**src/rtl/beat_pack4.sv**
```systemverilog
// beat_pack4: packs four WIDTH-bit beats into one O0..O3 frame
// for a downstream 4-input XNOR stage, with valid/ready on both sides.
module beat_pack4 #(
  parameter int WIDTH = 2
) (
  input  logic             CLK,
  input  logic             RESET,
  input  logic [WIDTH-1:0] I,
  input  logic             I_VALID,
  output logic             I_READY,
  output logic [WIDTH-1:0] O0,
  output logic [WIDTH-1:0] O1,
  output logic [WIDTH-1:0] O2,
  output logic [WIDTH-1:0] O3,
  output logic             O_VALID,
  input  logic             O_READY,
  output logic [1:0]       FILL
);

  logic [WIDTH-1:0] slot0;
  logic [WIDTH-1:0] slot1;
  logic [WIDTH-1:0] slot2;
  logic             in_xfer;
  logic             out_xfer;
  logic             done;

  // Only a completing beat needs the output register, so only it
  // waits on a stalled frame; beats 1..3 keep flowing.
  assign I_READY  = !RESET &&
                    !((FILL == 2'd3) && O_VALID && !O_READY);
  assign in_xfer  = I_VALID && I_READY;
  assign out_xfer = O_VALID && O_READY;
  assign done     = in_xfer && (FILL == 2'd3);

  // Assembly buffer and output register; a completing beat
  // overwrites a draining frame on the same edge.
  always_ff @(posedge CLK) begin
    if (RESET) begin
      slot0   <= '0;
      slot1   <= '0;
      slot2   <= '0;
      FILL    <= 2'd0;
      O0      <= '0;
      O1      <= '0;
      O2      <= '0;
      O3      <= '0;
      O_VALID <= 1'b0;
    end else begin
      if (in_xfer) begin
        case (FILL)
          2'd0:    slot0 <= I;
          2'd1:    slot1 <= I;
          2'd2:    slot2 <= I;
          default: ;
        endcase
        FILL <= done ? 2'd0 : FILL + 2'd1;
      end
      if (done) begin
        O0      <= slot0;
        O1      <= slot1;
        O2      <= slot2;
        O3      <= I;
        O_VALID <= 1'b1;
      end else if (out_xfer) begin
        O_VALID <= 1'b0;
      end
    end
  end

endmodule

```
**config.mk**
```make
export PLATFORM = sky130hd
export DESIGN_NAME = beat_pack4
export DESIGN_NICKNAME = d
export VERILOG_FILES = /design/src/rtl/beat_pack4.sv
export SDC_FILE = /design/constraint.sdc
export NUM_CORES = 1
export LEC_CHECK = 0
export CORE_MARGIN = 2
export CORE_UTILIZATION = 50
export CTS_BUF_LIST = sky130_fd_sc_hd__clkbuf_4
export DETAILED_ROUTE_END_ITERATION = 8
export GPL_TIMING_DRIVEN = 0
export HOLD_SLACK_MARGIN = 0.05
export PLACE_DENSITY = 0.8
export RECOVER_POWER = 25
export SETUP_SLACK_MARGIN = 0.05
export SLEW_MARGIN = 0
export SYNTH_ARGS = -nofsm -noshare
export SYNTH_HDL_FRONTEND = slang
export SYNTH_SLANG_ARGS = --single-unit
export TNS_END_PERCENT = 30
```
**constraint.sdc**
```tcl
create_clock -name CLK -period 1.5 [get_ports CLK]
set_clock_uncertainty 0.15 [all_clocks]
set_input_delay 0.3 -clock CLK [delete_from_list [all_inputs] [get_ports CLK]]
set_output_delay 0.3 -clock CLK [all_outputs]
set_load 0.01 [all_outputs]
```
### Floorplan with the power grid

The bar under the picture is 10 um long. Pins as bars on the die edge. Tap cells in grey.
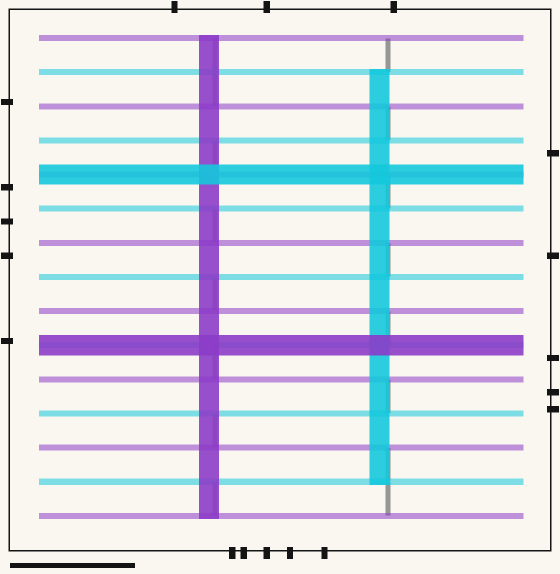
colour	net
cyan	VDD
purple	VSS
rows	14
met5 straps	2
tap cells	16
met4 straps	2
signal pins	18
vertical die dimension: 43.04 um
Placeable Area: 1471 um^2
maximum VDD drop: 0.6325 mV
die width: 43.04 um

### Local utilization

The bar under the picture is 10 um long. 9 x 9 tiles, from white (low) to dark blue (high), 0 to 100% covered.
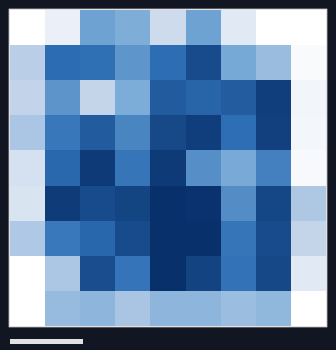
fullest tile	100%
densest ninth of the die	centre
mean over tiles	56%
emptiest ninth of the die	north-east
nearly empty tiles	7.4%
Final Core Density: 71.94%
initial core utilization: 51.79%

==> flow_metrics.env <==
# implementation run metrics
export IMPL_totalNegativeSetupSlack_ns=-0.1611
export IMPL_combinational_group_share_of_total_power_pct=13.6
export IMPL_synth_net_count=79
export IMPL_synth_compound_gate_area_share_pct=2.627
export IMPL_cts_inserted_buffers=3
export IMPL_groute_layer_met1_usage_pct=22.55
export IMPL_path_delay_family="simple AND/OR/NAND/NOR gates"
export IMPL_hold_path_class="input pin to register"
export IMPL_maximum_number_of_pins_on_one_net_before_global_route_repair=11
export IMPL_regToRegSetupSlack_ns=-0.08
export IMPL_setup_slack_after_layout_ns=-0.08378
export IMPL_power_net_switching_mw=0.2081
export IMPL_layout_clock_cell_area_share_pct=2.600
export IMPL_placement_io_buffers=17
export IMPL_vias=593
export IMPL_sh_seq_area_pct=32.98
export IMPL_final_total_pwr_mw=0.8343
export IMPL_timing_final_hold_violations=0
export IMPL_met3WireLength_um=66
export IMPL_avgSynthCellArea_um2=11.04
export IMPL_yosys_top_cells_area="dfxtp_1 (45%), mux2i_1 (18%), nand2b_1 (12%)"
export IMPL_unrepaired_setup_endpoints_after_global_routing="true"
export IMPL_biggest_cell_category_by_area_in_the_final_layout="logic gates"
export IMPL_cp_data_arrival_time_ns=1.64
export IMPL_routed_wirelength_um=1552
export IMPL_synth_adder_area_share_pct=6.568
export IMPL_inv_count=4
export IMPL_tapCellCount=16
export IMPL_post_synth_top_area_fraction_pct=44.66
export IMPL_h_tree_depth=1
export IMPL_outcome="finished with violations"
export IMPL_max_slew_margin_pct=83.71
export IMPL_root_buffer_master="clkbuf_4"
export IMPL_topCombFamilyByArea="simple AND/OR/NAND/NOR gates"
export IMPL_placed_cells=102
export IMPL_power_top_consumer="registers"
export IMPL_finalCritPeriodShare_pct=105.6
export IMPL_flop_area_um2=349.1
export IMPL_number_of_buffers_on_the_longest_clock_path=2
export IMPL_grt_usage_pct=18.73
export IMPL_failed_checks="negative setup slack"
export IMPL_p_clk_mw=0.249
export IMPL_worst_path_max_fanout=2
export IMPL_power_leakage_nw=0.5863
export IMPL_grt_busiest_layer="met2"
export IMPL_nFillCells=112
export IMPL_critical_path_endpoint="FILL[0]"
export IMPL_drive_above_1_share_pct=25.77
export IMPL_grtUsageMet2_pct=30.30
export IMPL_timing_final_max_slew_violations=0
export IMPL_reg2reg_depth=5
export IMPL_synth_yosys_chip_area_um2=762.0
export IMPL_number_of_search_and_repair_iterations_in_the_first_detailed_routing_pass=4
export IMPL_path_class="register to register"
export IMPL_yosysTopAreaCell="dfxtp_1"
export IMPL_synth_area_um2=762.0
export IMPL_clockBufferCount=3
export IMPL_powerDensity_nw_per_um2=788.1
export IMPL_logic_area_um2=410.4
export IMPL_grt_pass1_wl_um=2504
export IMPL_drtIter0Drc=1
export IMPL_layout_top_cells="nand2b_1 (15), dfxtp_1 (14), mux2i_1 (14)"
export IMPL_report_final_setup_viol=2
export IMPL_synth_top_cell_by_count="dfxtp_1"
export IMPL_std_cell_rows=14
export IMPL_crit_reg2reg_capture="FILL[0]"
export IMPL_place_area_um2=952.2
export IMPL_hold_endpoint="O_VALID"
export IMPL_comb_power_mw=0.114
export IMPL_post_place_ws_ns=-0.7006
export IMPL_ant_nets=0
export IMPL_cts_hold_buf=0
export IMPL_synth_simple_area_share_pct=23.65
export IMPL_final_nets=108
export IMPL_non_clk_bufs=27
export IMPL_cts_sinks=17
export IMPL_non_clock_buffer_area_fraction_pct=22.10
export IMPL_max_cap_violations=0
export IMPL_clk_pin_slew_worst_paths_ns=0.09
export IMPL_initial_antenna_violation_count=0
export IMPL_logic_gates=45
export IMPL_worstPathBufferInverterCount=2
export IMPL_startpoint_type="register"
export IMPL_synth_sequential_area_ratio_pct=44.66
export IMPL_first_global_vias=570
export IMPL_floorplan_io_pins=18
export IMPL_layout_cell_area_non_filler_um2=1059
export IMPL_netlist_cell_type_count=15
export IMPL_antennaDiodeCount=0
export IMPL_ys_async_sr_fraction_pct=0
export IMPL_worst_hold_startpoint="O_READY"
export IMPL_edf_count=0
export IMPL_max_freq_mhz=631.4
export IMPL_slowest_stage="or4b_1"
export IMPL_worst_path_stages=5
export IMPL_synthFlopType="dfxtp_1"
export IMPL_path_cells="ha_4 > buf_4 > buf_6 > or4b_1 > o31ai_1"
export IMPL_timing_hold_ws_ns=0.3114
export IMPL_yosys_cells=69
export IMPL_tightestPinTransition_ns=0.2435
export IMPL_m1WireLength_um=668
export IMPL_stage_log_warnings=31
export IMPL_ff_count=17
export IMPL_netlist_instances=69
export IMPL_timing_rr_start="FILL[0]"
export IMPL_hold_depth=3
export IMPL_clock_latency_late_pin_ns=0.30
export IMPL_synth_seq_cells=17
export IMPL_slowest_delay_ns=0.51
export IMPL_grt_met3_usage_pct=2.979
export IMPL_drt_drc_violations_left=0
export IMPL_crit_start="FILL[0]"
export IMPL_period_needed_ns=1.584
export IMPL_power_sequential_fraction_pct=56.6
export IMPL_grt_overflow_total=0
export IMPL_cts_tree="yes"
export IMPL_cts_resized_gates=27
export IMPL_routed_top_layer="met4"
export IMPL_cts_setup_buffers=4
export IMPL_dpl_hpwl_um=938.9
export IMPL_top_cells_by_count="dfxtp_1 (17), nand2b_1 (15), mux2i_1 (14), nand4b_1 (5)"
export IMPL_cp_data_required_time_ns=1.56
export IMPL_power_internal_mw=0.6262
export IMPL_drt_vias_per_instance=5.248
export IMPL_place_gp_congestion=0.6720
export IMPL_die_area_um2=1852
export IMPL_multiplexer_share_of_the_synthesized_area_pct=18.39
export IMPL_yosys_warnings=0
export IMPL_dr_wl_met2_um=770
export IMPL_power_attributed_to_sequential_cells_mw=0.472
export IMPL_layout_area_overhead_vs_synth_pct=38.92
export IMPL_end_kind="register"
export IMPL_swShare_pct=24.94
export IMPL_clock_power_share_pct=29.8
export IMPL_wl_per_cell_um=13.73
export IMPL_ys_sh_xor_pct=0
### Gate-type map

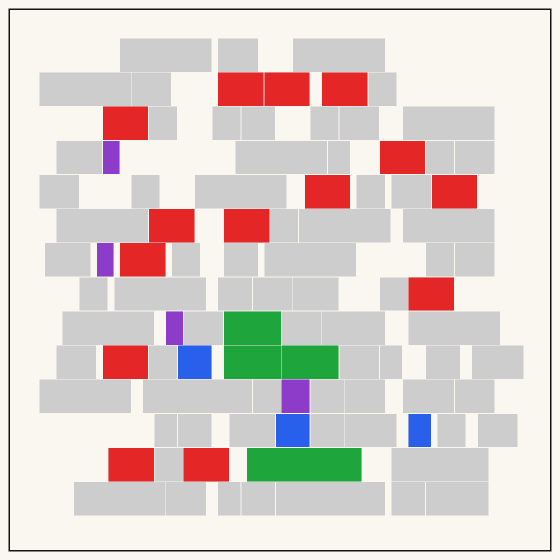
colour	family	cells	most used
red	mux cells	14	mux2i_1
blue	aoi and oai cells	3	o31ai_1
green	fa/ha/maj cells	4	ha_1
purple	inv cells	4	inv_1
share of the final layout cell area in multi-input gates: 38.77%
leading cell type in the layout, fill and taps excluded: nand2b_1
Non-Filler Instances: 113

